<file path="src/rtl/sevenseg_scanner.sv">
// sevenseg_scanner: multiplexed hex seven-segment driver.
// A prescaled per-digit slot with a leading dead time keeps adjacent digits
// from ghosting. Display data is double-buffered and swapped only at a frame
// boundary, so a frame never shows a mix of old and new data.
// All outputs are registered and show the previous cycle's scan state.
module sevenseg_scanner #(
  parameter int NUM_DIGITS  = 8,
  parameter int PRESCALE    = 50000,
  parameter int DEAD_CYCLES = 500,
  parameter int ACTIVE_LOW  = 1
) (
  input  logic                    clk,
  input  logic                    rstn,
  input  logic                    i_enable,
  input  logic                    i_load,
  input  logic [4*NUM_DIGITS-1:0] i_value,
  input  logic [NUM_DIGITS-1:0]   i_dp,
  input  logic [NUM_DIGITS-1:0]   i_blank,
  input  logic                    i_lzs,
  output logic [NUM_DIGITS-1:0]   o_an,
  output logic [6:0]              o_seg,
  output logic                    o_dp,
  output logic                    o_frame,
  output logic                    o_pending
);

  localparam int PW = (PRESCALE > 1) ? $clog2(PRESCALE) : 1;
  localparam int DW = (NUM_DIGITS > 1) ? $clog2(NUM_DIGITS) : 1;
  localparam logic POL = (ACTIVE_LOW != 0);
  localparam logic [PW-1:0] P_LAST = PW'(PRESCALE - 1);
  localparam logic [PW-1:0] P_DEAD = PW'(DEAD_CYCLES);
  localparam logic [DW-1:0] D_LAST = DW'(NUM_DIGITS - 1);

  // Hex nibble to active-high abcdefg pattern ([6]=a .. [0]=g).
  function automatic logic [6:0] hex_decode(input logic [3:0] nib);
    logic [6:0] pat;
    case (nib)
      4'h0: pat = 7'b1111110;
      4'h1: pat = 7'b0110000;
      4'h2: pat = 7'b1101101;
      4'h3: pat = 7'b1111001;
      4'h4: pat = 7'b0110011;
      4'h5: pat = 7'b1011011;
      4'h6: pat = 7'b1011111;
      4'h7: pat = 7'b1110000;
      4'h8: pat = 7'b1111111;
      4'h9: pat = 7'b1111011;
      4'hA: pat = 7'b1110111;
      4'hB: pat = 7'b0011111;
      4'hC: pat = 7'b1001110;
      4'hD: pat = 7'b0111101;
      4'hE: pat = 7'b1001111;
      4'hF: pat = 7'b1000111;
      default: pat = 7'b0000000;
    endcase
    return pat;
  endfunction

  // Scan position
  logic [PW-1:0] p_q, p_d;
  logic [DW-1:0] d_q, d_d;

  // Active (displayed) and pending buffers
  logic [4*NUM_DIGITS-1:0] act_val_q, act_val_d;
  logic [NUM_DIGITS-1:0]   act_dp_q, act_dp_d;
  logic [NUM_DIGITS-1:0]   act_blank_q, act_blank_d;
  logic [4*NUM_DIGITS-1:0] pnd_val_q, pnd_val_d;
  logic [NUM_DIGITS-1:0]   pnd_dp_q, pnd_dp_d;
  logic [NUM_DIGITS-1:0]   pnd_blank_q, pnd_blank_d;
  logic                    pnd_flag_q, pnd_flag_d;

  // Output registers
  logic [NUM_DIGITS-1:0] an_q, an_d;
  logic [6:0]            seg_q, seg_d;
  logic                  dpo_q, dpo_d;
  logic                  frame_q, frame_d;

  // Per-cycle decode of the current digit
  logic                  wrap_s;
  logic                  bound_s;
  logic [3:0]            cur_nib_s;
  logic                  cur_dp_s;
  logic                  cur_blank_s;
  logic                  upper_zero_s;
  logic                  supp_s;
  logic                  drive_s;
  logic                  lit_s;
  logic [NUM_DIGITS-1:0] an_on_s;
  logic [6:0]            seg_on_s;
  logic                  dp_on_s;

  // Counter advance, buffer swap at boundaries and pending capture.
  always_comb begin
    wrap_s  = (d_q == D_LAST) && (p_q == P_LAST);
    // A disabled cycle behaves as a boundary so a pending load lands promptly.
    bound_s = !i_enable || wrap_s;

    if (!i_enable) begin
      p_d = '0;
      d_d = '0;
    end else if (p_q == P_LAST) begin
      p_d = '0;
      d_d = (d_q == D_LAST) ? '0 : d_q + DW'(1);
    end else begin
      p_d = p_q + PW'(1);
      d_d = d_q;
    end

    // A load in the boundary cycle wins over the older pending data, which is
    // therefore discarded rather than shown for one frame.
    if (bound_s && pnd_flag_q && !i_load) begin
      act_val_d   = pnd_val_q;
      act_dp_d    = pnd_dp_q;
      act_blank_d = pnd_blank_q;
    end else begin
      act_val_d   = act_val_q;
      act_dp_d    = act_dp_q;
      act_blank_d = act_blank_q;
    end

    if (i_load) begin
      pnd_val_d   = i_value;
      pnd_dp_d    = i_dp;
      pnd_blank_d = i_blank;
      pnd_flag_d  = 1'b1;
    end else if (bound_s) begin
      pnd_val_d   = pnd_val_q;
      pnd_dp_d    = pnd_dp_q;
      pnd_blank_d = pnd_blank_q;
      pnd_flag_d  = 1'b0;
    end else begin
      pnd_val_d   = pnd_val_q;
      pnd_dp_d    = pnd_dp_q;
      pnd_blank_d = pnd_blank_q;
      pnd_flag_d  = pnd_flag_q;
    end
  end

  // Digit selection, darkness rules and polarity of the next outputs.
  always_comb begin
    cur_nib_s    = 4'h0;
    cur_dp_s     = 1'b0;
    cur_blank_s  = 1'b0;
    upper_zero_s = 1'b1;
    for (int k = 0; k < NUM_DIGITS; k++) begin
      if (d_q == DW'(k)) begin
        cur_nib_s   = act_val_q[4*k +: 4];
        cur_dp_s    = act_dp_q[k];
        cur_blank_s = act_blank_q[k];
      end
      if ((DW'(k) >= d_q) && (act_val_q[4*k +: 4] != 4'h0)) begin
        upper_zero_s = 1'b0;
      end
    end

    supp_s  = i_lzs && (d_q != '0) && upper_zero_s;
    drive_s = i_enable && (p_q >= P_DEAD);
    // A suppressed digit stays lit only to carry its decimal point.
    lit_s   = drive_s && !cur_blank_s && (!supp_s || cur_dp_s);

    an_on_s = '0;
    for (int k = 0; k < NUM_DIGITS; k++) begin
      an_on_s[k] = lit_s && (d_q == DW'(k));
    end

    if (drive_s && !cur_blank_s && !supp_s) begin
      seg_on_s = hex_decode(cur_nib_s);
    end else begin
      seg_on_s = 7'b0000000;
    end
    dp_on_s = drive_s && !cur_blank_s && cur_dp_s;

    an_d    = an_on_s ^ {NUM_DIGITS{POL}};
    seg_d   = seg_on_s ^ {7{POL}};
    dpo_d   = dp_on_s ^ POL;
    frame_d = i_enable && wrap_s;
  end

  // State and output registers; reset leaves the display dark and idle.
  always_ff @(posedge clk or negedge rstn) begin
    if (!rstn) begin
      p_q         <= '0;
      d_q         <= '0;
      act_val_q   <= '0;
      act_dp_q    <= '0;
      act_blank_q <= '0;
      pnd_val_q   <= '0;
      pnd_dp_q    <= '0;
      pnd_blank_q <= '0;
      pnd_flag_q  <= 1'b0;
      an_q        <= {NUM_DIGITS{POL}};
      seg_q       <= {7{POL}};
      dpo_q       <= POL;
      frame_q     <= 1'b0;
    end else begin
      p_q         <= p_d;
      d_q         <= d_d;
      act_val_q   <= act_val_d;
      act_dp_q    <= act_dp_d;
      act_blank_q <= act_blank_d;
      pnd_val_q   <= pnd_val_d;
      pnd_dp_q    <= pnd_dp_d;
      pnd_blank_q <= pnd_blank_d;
      pnd_flag_q  <= pnd_flag_d;
      an_q        <= an_d;
      seg_q       <= seg_d;
      dpo_q       <= dpo_d;
      frame_q     <= frame_d;
    end
  end

  assign o_an      = an_q;
  assign o_seg     = seg_q;
  assign o_dp      = dpo_q;
  assign o_frame   = frame_q;
  assign o_pending = pnd_flag_q;

endmodule

</file>
<file path="config.mk">
export PLATFORM = sky130hd
export DESIGN_NAME = sevenseg_scanner
export DESIGN_NICKNAME = d
export VERILOG_FILES = /design/src/rtl/sevenseg_scanner.sv
export SDC_FILE = /design/constraint.sdc
export NUM_CORES = 1
export LEC_CHECK = 0
export CORE_MARGIN = 1
export CORE_UTILIZATION = 40
export CTS_CLUSTER_DIAMETER = 50
export DETAILED_ROUTE_END_ITERATION = 8
export PLACE_DENSITY_LB_ADDON = 0.15
export SLEW_MARGIN = 10
export SYNTH_ARGS = -nofsm -noshare
export SYNTH_HDL_FRONTEND = slang
export SYNTH_SLANG_ARGS = --single-unit
</file>
<file path="constraint.sdc">
create_clock -name clk -period 2.9 [get_ports clk]
set_input_delay 0.29 -clock clk [delete_from_list [all_inputs] [get_ports clk]]
set_output_delay 0.29 -clock clk [all_outputs]
set_load 0.02 [all_outputs]
</file>
==> run notes, run 1 <==
yosys + openroad results -> status finished with violations, failing checks design-rule violations, CTS tree built, H-Tree Depth 4, Reg-to-Reg Start d_q[0]$_DFFE_PN0P_, Worst Hold Class input pin to flip-flop, nets 637, r2r setup slk about 230 ps, synthesis warning total 0, final instance area between 7000 and 8000 sq um, Fmax achieved approximately 0.38 GHz, DRC 7, worst flop-to-flop path endpoint o_seg[4]$_DFF_PN1_, Clock transition at path regs about 60 ps, Logic pwr share 0.126, Critical Path RT between 3000 and 4000 ps, most common cell after layout, fill and taps aside dfrtp_1, RSZ-0062 raised after global routing no, Die X between 100 and 150 um, switching share of total power 0.254, total tool warning count 35, bufs w/o clock about 94, mux frac, synth 0.184, final core area utilization 0.524, gr usage total 0.190, Synth top cell by count dfrtp_1, dominant register cell dfrtp_1, Worst slew margin 0.504, ys cells between 400 and 500, Post-Place Cell Area ~7100 sq um, Routed WL approximately 14 mm, Adder Share, Synth 0.0246, Comb/total area 0.337, Slowest-stage cell, CP a211oi_1, Register-to-Register Path Depth 10, row count around 44, syn_area_per_cell approximately 13 sq um, Non-Filler Instances 769, Boundary Pins just over 70, first-pass GRT wire length ~23 mm, Chip Area, Yosys 6100 sq um, slowest stage delay, CP roughly 420 ps, crit-path leading delay family AND-OR/OR-AND gates, Seq/total area 0.434, tap cells 184, share of cells above drive strength 1 0.325, Netlist cell types approximately 63, Comb area approximately 2600 sq um, vias in the first global route around 4300, Critical Path AT 2970 ps, antenna violations before repair 0, Synth area leader dfrtp_1, fin crit share 0.919, most numerous logic cells after layout 117 x dfrtp_1, 96 x mux2_2, 68 x clkdlybuf4s50_1, 30 x nand3_1, 26 x nor2_1, xor/xnor share 0.0201, crit path from d_q[0]$_DFFE_PN0P_, area grow syn2layout 26.4%, Sum Neg Setup Slack 0 ps, initial DRC count around 210, post-route ant nets 0, Final WS setup around 230 ps, Crit. End Element flip-flop, Hold Startpoint i_value[2], CP dominant cell by count buf_4, number of fill cells ~1300, CTS root buffer clkbuf_16, FFs w/ async S/R, synth 1.00, worst vdd ir 450 uV
run 1: flip-flops by register name (all words and copies together) (netlist names), 3 cells and up:
name         count
pnd_dp_q         8
act_blank_q      8
d_q              3
pnd_blank_q      8
pnd_val_q       32
act_val_q       32
o_seg            7
act_dp_q         8
o_an             8
p_q             16
run 1: power groups by stage:
stage | logic, mW | registers [mW] | clock network, mW
final | 0.633 | 2.29 | 2.12
after global routing | 0.696 | 2.32 | 2.26
after CTS | 0.640 | 2.29 | 2.17
after detailed placement | 0.630 | 2.32 | 0
after global placement | 0.617 | 2.32 | 0
after floorplan | 0.424 | 2.23 | 0
run 1: metal layers:
layer  part of all wire  global-route usage  up-vias
li1                   -                   -     1928
met1               0.48               0.256     2081
met2               0.47               0.297       77
met3              0.037              0.0475       14
met4              0.014              0.0689        0
met5                  0                   0        -
==> run_1/cell_classes.png <==
Scale: 2 px per um.
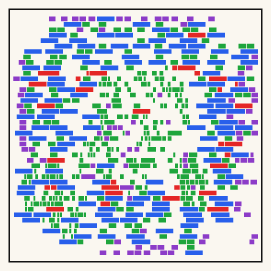
Green stands for all other logic, cells 326, share of their area 35%. Purple stands for other buffers and delay cells, cells 94, share of their area 12%. Red stands for clock drivers and dummy loads, cells 32, share of their area 7.9%. Blue stands for flip-flops, cells 133, share of their area 45%.

==> run_1/met3.png <==
Scale: 3 px per um.
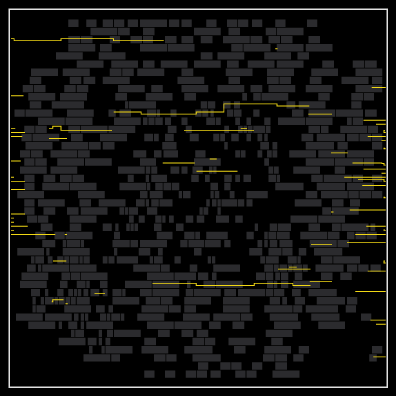
The layer holds 3.7% of the routed length. 49 nets have wire on it. The layer carries 504 um of wire. The wires run mostly horizontal.

==> run_1/final_clocks.png <==
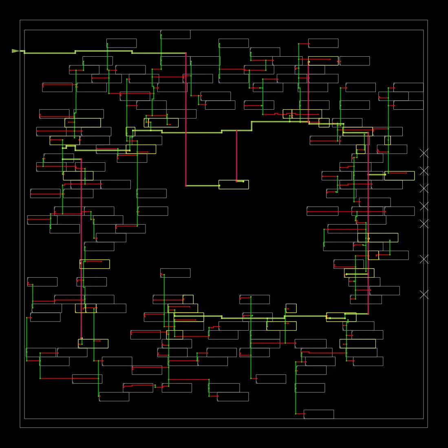
Inserted Clock Buffers: 17
Late-Pin Clk Latency: 430 ps
Sink Count: 133
Clock net power: 2.12 mW
layout clock buffer count: 19

--- run 2 (diff from run 1) ---
- CORE_MARGIN: 1 -> 5
- GPL_TIMING_DRIVEN: not set -> 0
- PLACE_DENSITY_LB_ADDON: 0.15 -> 0.2
==> run_2/final_clocks.png <==
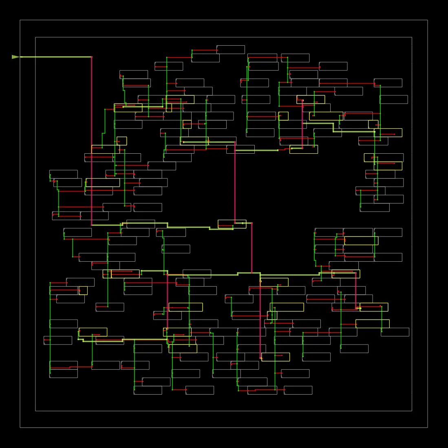
Setup Skew: 6.80 ps
Clock net power: 2.44 mW
layout clock buffer count: 17
flip-flops: 133
Late-Pin Clk Latency: 420 ps

==> run_2/clock_map.png <==
Scale: 4 px per um.
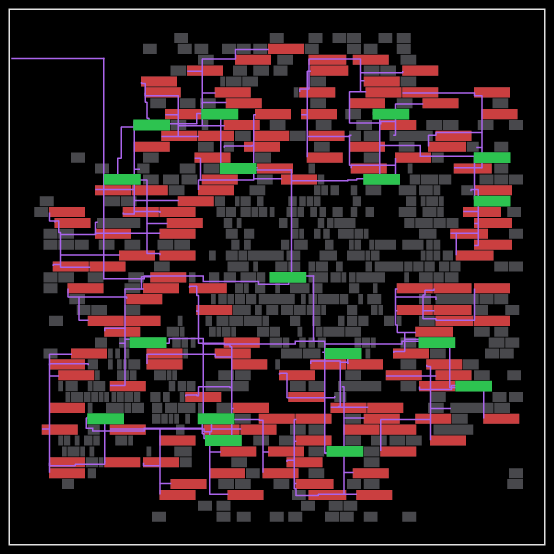
Red stands for flip-flops, count 133. Purple stands for clock wires, length 1750 um. Green stands for cells driving clock nets, count 17.
There are 18 routed clock nets. Position of the flops: widely spread.

==> run notes, run 2 <==
yosys + openroad results -> total tool warning count 35 (unchanged), CTS tree built, r2r setup slk 140 ps (-90 ps), worst vdd ir 395 uV (-12%), P_seq 2.29 mW (about the same), tap cells 188 (+2.2%), vias in the first global route 4485 (+3.2%), Critical Path AT 3100 ps (+130 ps), Reg-to-Reg Start d_q[0]$_DFFE_PN0P_, met2 GRT Util 0.259 (-0.0381), DRC 0 (-7), Synth area leader dfrtp_1, Synth Area in Simple Gates 0.116, worst flop-to-flop path endpoint o_seg[6]$_DFF_PN1_, Final WS setup 140 ps (-94.5 ps), met3 GRT Util 0.0582 (+0.0107), Synth top cell by count dfrtp_1, Worst slew margin 0.571 (+0.0668), ys cells 484 (unchanged), number of fill cells 1290 (+1.4%), crit-path leading delay family buffers and inverters, xor/xnor share 0.0201 (unchanged), Slowest-stage cell, CP or4b_1, Netlist cell types 63 (unchanged), comb pwr 0.638 mW (+0.8%), Non-Filler Instances 780 (+1.4%), mux frac, synth 0.184 (unchanged), Gate Count Post-Synth 484, switching share of total power 0.240 (-0.0142), Crit. End Element flip-flop, gr usage total 0.164 (-0.0262), first-pass GRT wire length 22.9 mm (-0.36%), Register-to-Register Path Depth 14 (+4), crit path from d_q[0]$_DFFE_PN0P_, share of cells above drive strength 1 0.329 (+0.00461), post-route ant nets 0 (unchanged), Die X 133 um (+6.4%), Worst Hold Class input pin to asynchronous set/reset pin, M1 GR Usage 0.204 (-0.0525), bufs w/o clock 101 (+7.4%), Critical Path RT 3240 ps (+40 ps), Sink Count 133 (unchanged), Clock transition at path regs 60 ps (about the same), initial DRC count 174 (-18%), ANT cells 0, final instance area 7870 sq um (+2.1%), synthesis warning total 0 (unchanged), Inserted Clock Buffers 17 (unchanged), CP Class flip-flop to flip-flop, fin crit share 0.952 (+0.0326), Comb area 2620 sq um (+0.77%), dominant register cell dfrtp_1, antenna violations before repair 0 (unchanged), top flop regs act_val_q (32), pnd_val_q (32), p_q (16), slowest stage delay, CP 500 ps (+80 ps), Boundary Pins 71 (unchanged), Sum Neg Setup Slack 0 ps (unchanged), syn_area_per_cell 12.6 sq um (unchanged), CP dominant cell by count buf_4, status completed, Logic pwr share 0.119 (-0.007), area grow syn2layout 29.0%, Comb/total area 0.333 (-0.00432), H-Tree Depth 4 (unchanged), Adder Share, Synth 0.0246 (unchanged), nets 644 (+1.1%)
==> run_2/port_nets.png <==
Scale: 4 px per um.
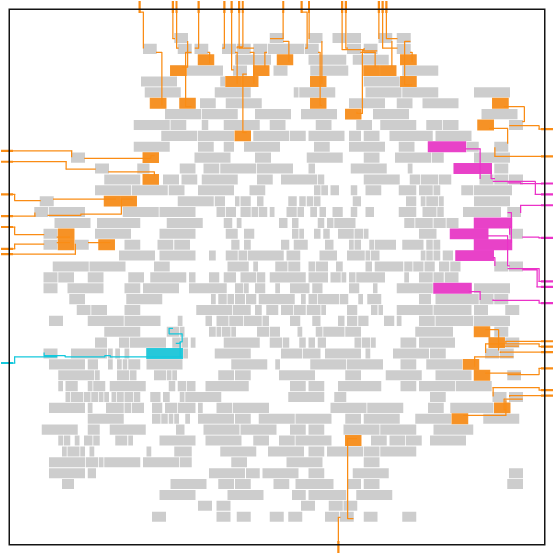
Orange stands for i_value, bits 32, direction input, edge 16 top, 8 right, 7 left, 1 bottom, end cells 32, buffers 32, wire 705 um. Cyan stands for o_pending, bits 1, direction output, edge left, end cells 1, buffers 1, wire 62.2 um. Magenta stands for o_seg, bits 7, direction output, edge right, end cells 7, buffers 7, wire 115 um.

==> run 2: cell count changes in the layout (fill, tap and decap cells not counted), moves of 3 or more <==
cell | previous run | this run
clkbuf_1 | 1 | 4
buf_6 | 0 | 4
bufinv_16 | 2 | 6
buf_1 | 0 | 4
buf_2 | 1 | 5
buf_4 | 22 | 10
inv_1 | 8 | 5
==> run 2: metal layers <==
metal / vias up / wire length [um] / part of all wire
met5: - / 0 / 0
met4: 0 / 313 / 0.023
met3: 28 / 643 / 0.047
met2: 89 / 6700 / 0.48
met1: 2072 / 6160 / 0.45
li1: 1957 / - / -
==> run 2: what timing repair did <==
action                                  CTS  global route
hold buffers                              1             0
endpoints found under the setup margin    7             3
hold endpoints to repair                 42             0
buffers inserted                          4             2
pin swaps                                 2             3
gates resized                            11            16
Power is estimated from default activity; no workload was simulated.
